**src/rtl/bidir_bus_ctrl.sv**
```systemverilog
// Half-duplex pad bus sequencer: drives OE/data/strobe through setup, strobe, hold and
// turnaround phases for single-word reads and writes, and captures read data from the pads.
module bidir_bus_ctrl #(
    parameter int unsigned Width        = 8,
    parameter int unsigned SetupCycles  = 2,
    parameter int unsigned StrobeCycles = 2,
    parameter int unsigned TurnCycles   = 1
) (
    input  logic             clk_i,
    input  logic             rst_i,
    input  logic             req_i,
    input  logic             we_i,
    input  logic [Width-1:0] wdata_i,
    output logic             ready_o,
    output logic             done_o,
    output logic [Width-1:0] rdata_o,
    output logic [Width-1:0] pad_oe_o,
    output logic [Width-1:0] pad_out_o,
    input  logic [Width-1:0] pad_in_i,
    output logic             dir_o,
    output logic             strobe_o
);

    if (SetupCycles < 1 || StrobeCycles < 1 || TurnCycles < 1) begin : g_param_check
        $error("bidir_bus_ctrl: SetupCycles, StrobeCycles and TurnCycles must all be >= 1");
    end

    localparam int unsigned MaxSetStr = (SetupCycles > StrobeCycles) ? SetupCycles
                                                                      : StrobeCycles;
    localparam int unsigned MaxCycles = (MaxSetStr > TurnCycles) ? MaxSetStr : TurnCycles;
    localparam int unsigned CntW      = $clog2(MaxCycles + 1);

    localparam logic [CntW-1:0] SetupLoad  = CntW'(SetupCycles - 1);
    localparam logic [CntW-1:0] StrobeLoad = CntW'(StrobeCycles - 1);
    localparam logic [CntW-1:0] TurnLoad   = CntW'(TurnCycles - 1);

    typedef enum logic [2:0] {
        StIdle,
        StSetup,
        StStrobe,
        StHold,
        StTurn
    } state_e;

    state_e           r_state;
    logic [CntW-1:0]  r_cnt;
    logic             r_we;
    logic             r_done;
    logic             r_dir;
    logic             r_strobe;
    logic [Width-1:0] r_pad_oe;
    logic [Width-1:0] r_pad_out;
    logic [Width-1:0] r_rdata;

    logic w_cnt_zero;
    assign w_cnt_zero = (r_cnt == '0);

    always_ff @(posedge clk_i or posedge rst_i) begin
        if (rst_i) begin
            r_state   <= StIdle;
            r_cnt     <= '0;
            r_we      <= 1'b0;
            r_done    <= 1'b0;
            r_dir     <= 1'b0;
            r_strobe  <= 1'b0;
            r_pad_oe  <= '0;
            r_pad_out <= '0;
            r_rdata   <= '0;
        end else begin
            r_done <= 1'b0;
            unique case (r_state)
                StIdle: begin
                    r_pad_oe <= '0;
                    r_strobe <= 1'b0;
                    if (req_i) begin
                        r_we     <= we_i;
                        r_dir    <= we_i;
                        r_cnt    <= SetupLoad;
                        r_state  <= StSetup;
                        r_pad_oe <= we_i ? '1 : '0;
                        if (we_i) begin
                            r_pad_out <= wdata_i;
                        end
                    end
                end
                StSetup: begin
                    if (w_cnt_zero) begin
                        r_state  <= StStrobe;
                        r_cnt    <= StrobeLoad;
                        r_strobe <= 1'b1;
                    end else begin
                        r_cnt <= r_cnt - CntW'(1);
                    end
                end
                StStrobe: begin
                    if (w_cnt_zero) begin
                        r_state  <= StHold;
                        r_strobe <= 1'b0;
                        // Capture on the edge that closes the strobe window.
                        if (!r_we) begin
                            r_rdata <= pad_in_i;
                        end
                    end else begin
                        r_cnt <= r_cnt - CntW'(1);
                    end
                end
                StHold: begin
                    if (r_we) begin
                        r_state  <= StTurn;
                        r_cnt    <= TurnLoad;
                        r_pad_oe <= '0;
                    end else begin
                        r_state <= StIdle;
                        r_done  <= 1'b1;
                    end
                end
                StTurn: begin
                    if (w_cnt_zero) begin
                        r_state <= StIdle;
                        r_done  <= 1'b1;
                    end else begin
                        r_cnt <= r_cnt - CntW'(1);
                    end
                end
                default: begin
                    r_state  <= StIdle;
                    r_pad_oe <= '0;
                    r_strobe <= 1'b0;
                end
            endcase
        end
    end

    assign ready_o   = (r_state == StIdle);
    assign done_o    = r_done;
    assign rdata_o   = r_rdata;
    assign pad_oe_o  = r_pad_oe;
    assign pad_out_o = r_pad_out;
    assign dir_o     = r_dir;
    assign strobe_o  = r_strobe;

    // The pads must never be driven while the external device may be driving them.
    a_no_oe_on_read: assert property (@(posedge clk_i) disable iff (rst_i)
        (r_state != StIdle && !r_we) |-> (r_pad_oe == '0));

    a_strobe_only_in_strobe: assert property (@(posedge clk_i) disable iff (rst_i)
        r_strobe |-> (r_state == StStrobe));

endmodule

```
**config.mk**
```make
export PLATFORM = sky130hd
export DESIGN_NAME = bidir_bus_ctrl
export DESIGN_NICKNAME = d
export VERILOG_FILES = /design/src/rtl/bidir_bus_ctrl.sv
export SDC_FILE = /design/constraint.sdc
export NUM_CORES = 1
export LEC_CHECK = 0
export CORE_ASPECT_RATIO = 0.75
export CORE_MARGIN = 5
export CORE_UTILIZATION = 40
export CTS_CLUSTER_DIAMETER = 50
export DETAILED_ROUTE_END_ITERATION = 8
export PLACE_DENSITY = 0.74
export SKIP_CTS_REPAIR_TIMING = 1
export SLEW_MARGIN = 20
export SYNTH_ARGS = -nofsm -noshare
export SYNTH_HDL_FRONTEND = slang
export SYNTH_SLANG_ARGS = --single-unit
```
**constraint.sdc**
```tcl
create_clock -name clk_i -period 1.8 [get_ports clk_i]
set_input_delay 0.18 -clock clk_i [delete_from_list [all_inputs] [get_ports clk_i]]
set_output_delay 0.18 -clock clk_i [all_outputs]
set_load 0.01 [all_outputs]
```
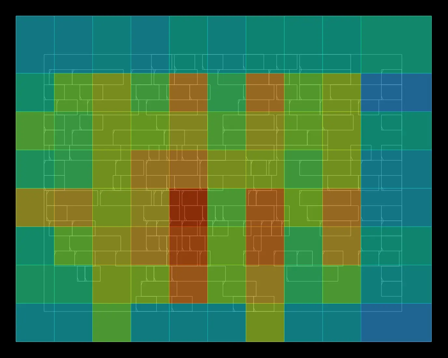
Fig. 1. Routing congestion.
Avg WL per Cell: 14.9 µm
GR Util met2: 21.2%
GR Layer Usage met1: 15.7%
GR Layer Usage met3: 5.12%

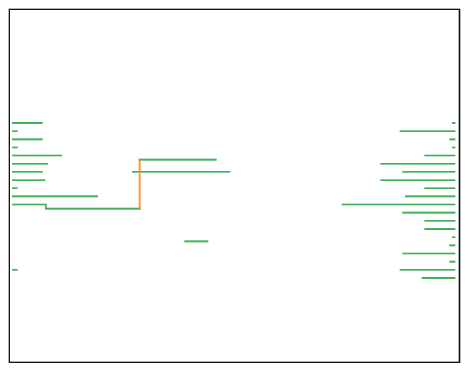
Fig. 2. Signal wires by layer.
Scale: 6 px per µm. Two of the layers only.
color	layer	wire length
orange	met4	8.20 µm
green	met3	227 µm
GRT Overall Usage: 12.5%
Vias: 903
WL final: 2690 µm

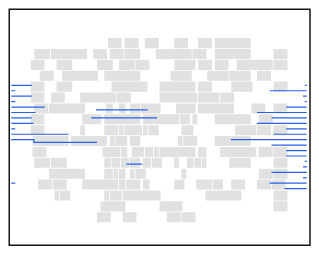
Fig. 3. Metal 3.
Scale: 4 px per µm. Cells faint in the background.
nets with wire on the layer	34
wire length on this layer	227 µm
longest straight run	18.6 µm

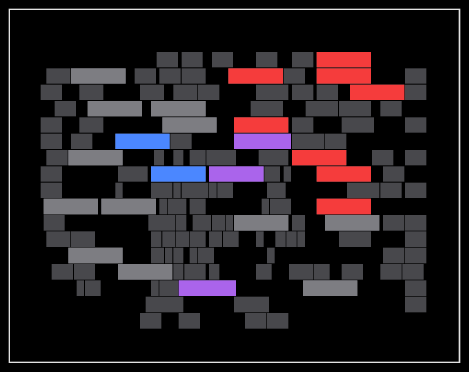
Fig. 4. Register map, names as in the netlist.
Scale: 6 px per µm. Other sequential cells in the stronger gray, the rest of the logic in the fainter gray.
color	name in the netlist	placed flops
purple	`r_state`	3
blue	`r_cnt`	2
red	`pad_out_o`	8
not colored	12
end-of-flow core utilization: 58.9%
Seq group: 1070 µW
Seq area share: 35.8%
Flop area: 628 µm²

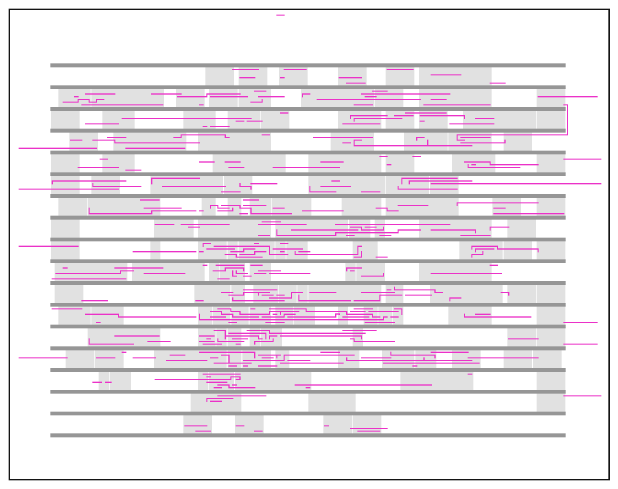
Fig. 5. M1 wires.
Scale: 8 px per µm. Supply wires on this layer in gray. Cells faint in the background.
longest straight run	23.0 µm
share of all routed wire	45%
wire length on this layer	1210 µm
nets with wire on the layer	142

==> flow_summary.json <==
{
  "status": "completed",
  "r2r_setup_slack_ns": 0.15,
  "grt_overflow": 0,
  "most-common-layout-cells": "47 x clkdlybuf4s50_1, 23 x dfrtp_1, 8 x mux2_4",
  "detail_route.first_pass.iterations": 4,
  "path_delay_family": "buffers and inverters",
  "ys_seq_share_pct": 49.7,
  "initial_core_util_pct": 42.3,
  "nets": 166,
  "grt_pass1_vias": 932,
  "post-route-min-period_ns": 1.71,
  "core_area_mm2": 0.00298,
  "fin_tns_setup_ns": 0,
  "cts_tree": "built",
  "worst_pin_slew_ns": 0.369,
  "fin_area_mm2": 0.00175,
  "setup_ws_ns": 0.0873,
  "hp-class": "in -> async",
  "std_cell_rows": 17,
  "power.total_uw": 2990,
  "antenna_found_initial": 0,
  "chipArea_mm2": 0.00438,
  "synthArstFlopShare_pct": 100,
  "ys_cells": 101,
  "synth_area_mm2": 0.00126,
  "required_ns": 1.62,
  "synth_nets": 123,
  "cp-start-kind": "flip-flop",
  "ant_nets": 0,
  "ys_warn_count": 0,
  "htreeDepth": 1,
  "dp.cells": 177,
  "cp_max_fo": 9,
  "leakage_uw": 0.000741,
  "post-route-period-util_pct": 95.2,
  "slowest_delay_ns": 0.57,
  "ys_ff": 25,
  "cts_made_buffers": 3,
  "crit_buf_inv": 1,
  "skew_ns": 0.00330,
  "peakVddDrop_uv": 775,
  "max_freq_mhz": 584,
  "fp.dieW_um": 74.8,
  "r2r_cells": 6,
  "final-max-slew-violation-count": 0,
  "crit_type": "reg -> out",
  "slowest_stage": "clkdlybuf4s50_1",
  "root_buffer": "clkbuf_8",
  "grt_start_max_net_pins": 26,
  "rr_startpoint": "r_cnt[0]",
  "cp_cell_sequence": "nor3_4 > clkdlybuf4s50_1",
  "edf_count": 0,
  "drt_iter0_drc": 23,
  "drc_errors": 0,
  "cts_sinks": 25,
  "hold_viol": 0,
  "cp_data_arrival_time_ns": 1.53,
  "die_height_um": 58.6,
  "clock_latency_ns": 0.26,
  "hpwl_um": 2050,
  "area_growth_syn_to_layout_pct": 39.1,
  "pin_count": 48,
  "yosysChipArea_mm2": 0.00126,
  "grt_pass1_wl_um": 4260,
  "preCtsSetupSlack_ns": 0.181,
  "layout.cells.most_common": "clkdlybuf4s50_1",
  "slew_headroom_pct": 75.1,
  "synthCells": 101,
  "io_buffers": 47,
  "drv_cap": 0,
  "stdcell_count": 181,
  "placed_cell_area_mm2": 0.00171,
  "diodes": 0,
  "warnings": 27,
  "vias_per_cell": 4.99,
  "r2r_end": "r_cnt[1]",
  "setup_viol": 0,
  "avgSynthCellArea_um2": 12.5,
  "clk_pin_slew_ns": 0.08,
  "yosys_most_used_dff": "dfrtp_1",
  "powerDensity_mw_per_mm2": 1710,
  "end_kind": "output port",
  "layout-drive-gt1-share_pct": 18.9,
  "synth_cell_type_count": 37,
  "cts_buffer_depth": 2,
  "routabilityCongestion": 0.932,
  "rsz0062_at_grt": "no"
}
## registers in the layout, summed over array words and instances (netlist names)
| signal | cells |
|---|---|
| r_cnt | 2 |
| strobe_o | 1 |
| done_o | 1 |
| pad_out_o | 8 |
| pad_oe_o | 1 |
| r_state | 3 |
| rdata_o | 8 |
| dir_o | 1 |
## worst min-delay path, cell delays in order
cell and delay [ns]:
clkdlybuf4s50_1 0.39, inv_1 0.05, buf_4 0.30
## worst max-delay path by stage
stage	depth (start not counted)	endpoint	from	slack, ns
floorplan	5	pad_out_o[0]	r_state[0]	0.31
global placement	6	r_cnt[1]	r_cnt[0]	0.28
detailed placement	6	r_cnt[1]	r_cnt[0]	0.18
CTS	2	ready_o	r_state[1]	-0.007
global route	2	ready_o	r_state[0]	0.03
finish	2	ready_o	r_state[0]	0.09
## routing by layer
metal  share of wire, %  up-vias  GRT usage (%)
met5                  0        -              0
met4               0.30        0           1.02
met3                8.4        2           5.12
met2                 46       36           21.2
met1                 45      437           15.7
li1                   -      428              -
## metrics by stage
step	util (%)	hold slack, ns
2_1_floorplan	-	0.207
3_3_place_gp	57.3	0.475
3_5_place_dp	57.3	0.480
4_1_cts	58.8	0.275
5_1_grt	58.9	0.300
6_report	58.9	0.255
## cells in the mapped netlist, types with 2 or more instances
library cell / n / area, µm²
nor2_1: 3 / 11.3
dfrtp_1: 25 / 626
nor2b_1: 3 / 18.8
mux2i_1: 2 / 20.0
ha_1: 2 / 25.0
inv_1: 3 / 11.3
nor3_1: 2 / 10.0
nand2_1: 6 / 22.5
mux2_1: 3 / 33.8
a21o_1: 2 / 15.0
nor3b_1: 2 / 15.0
mux2_2: 5 / 56.3
a21oi_1: 3 / 15.0
buf_4: 8 / 60.1
mux2_4: 8 / 120
o21ai_0: 3 / 15.0
## logic make-up after synthesis
kind of cell    after synthesis  share of synthesized area (%)
compound gates               16                           8.94
xor+xnor                      1                          0.695
fa+ha+maj                     2                           1.99
buf+inv                      16                           8.74
flops                        25                           49.7
mux                          18                           18.3
simple gates                 23                           11.7
## layout make-up
class | count | area, µm²
clock buffers | 4 | 45.0
flip-flops and latches | 25 | 628
repair buffers | 50 | 493
well taps | 38 | 47.5
fillers | 236 | 1220
multi-input cells | 60 | 524
inverters | 4 | 15.0
## power breakdown
group / switching, µW / internal (µW) / leakage (µW) / total [µW]
sequential: 237 / 832 / 0.000301 / 1070
combinational: 624 / 975 / 0.000417 / 1600
clock: 163 / 158 / 0.0000228 / 321
total: 1020 / 1960 / 0.000741 / 2990
No activity file was given, so power comes from the tool's default toggle rates.
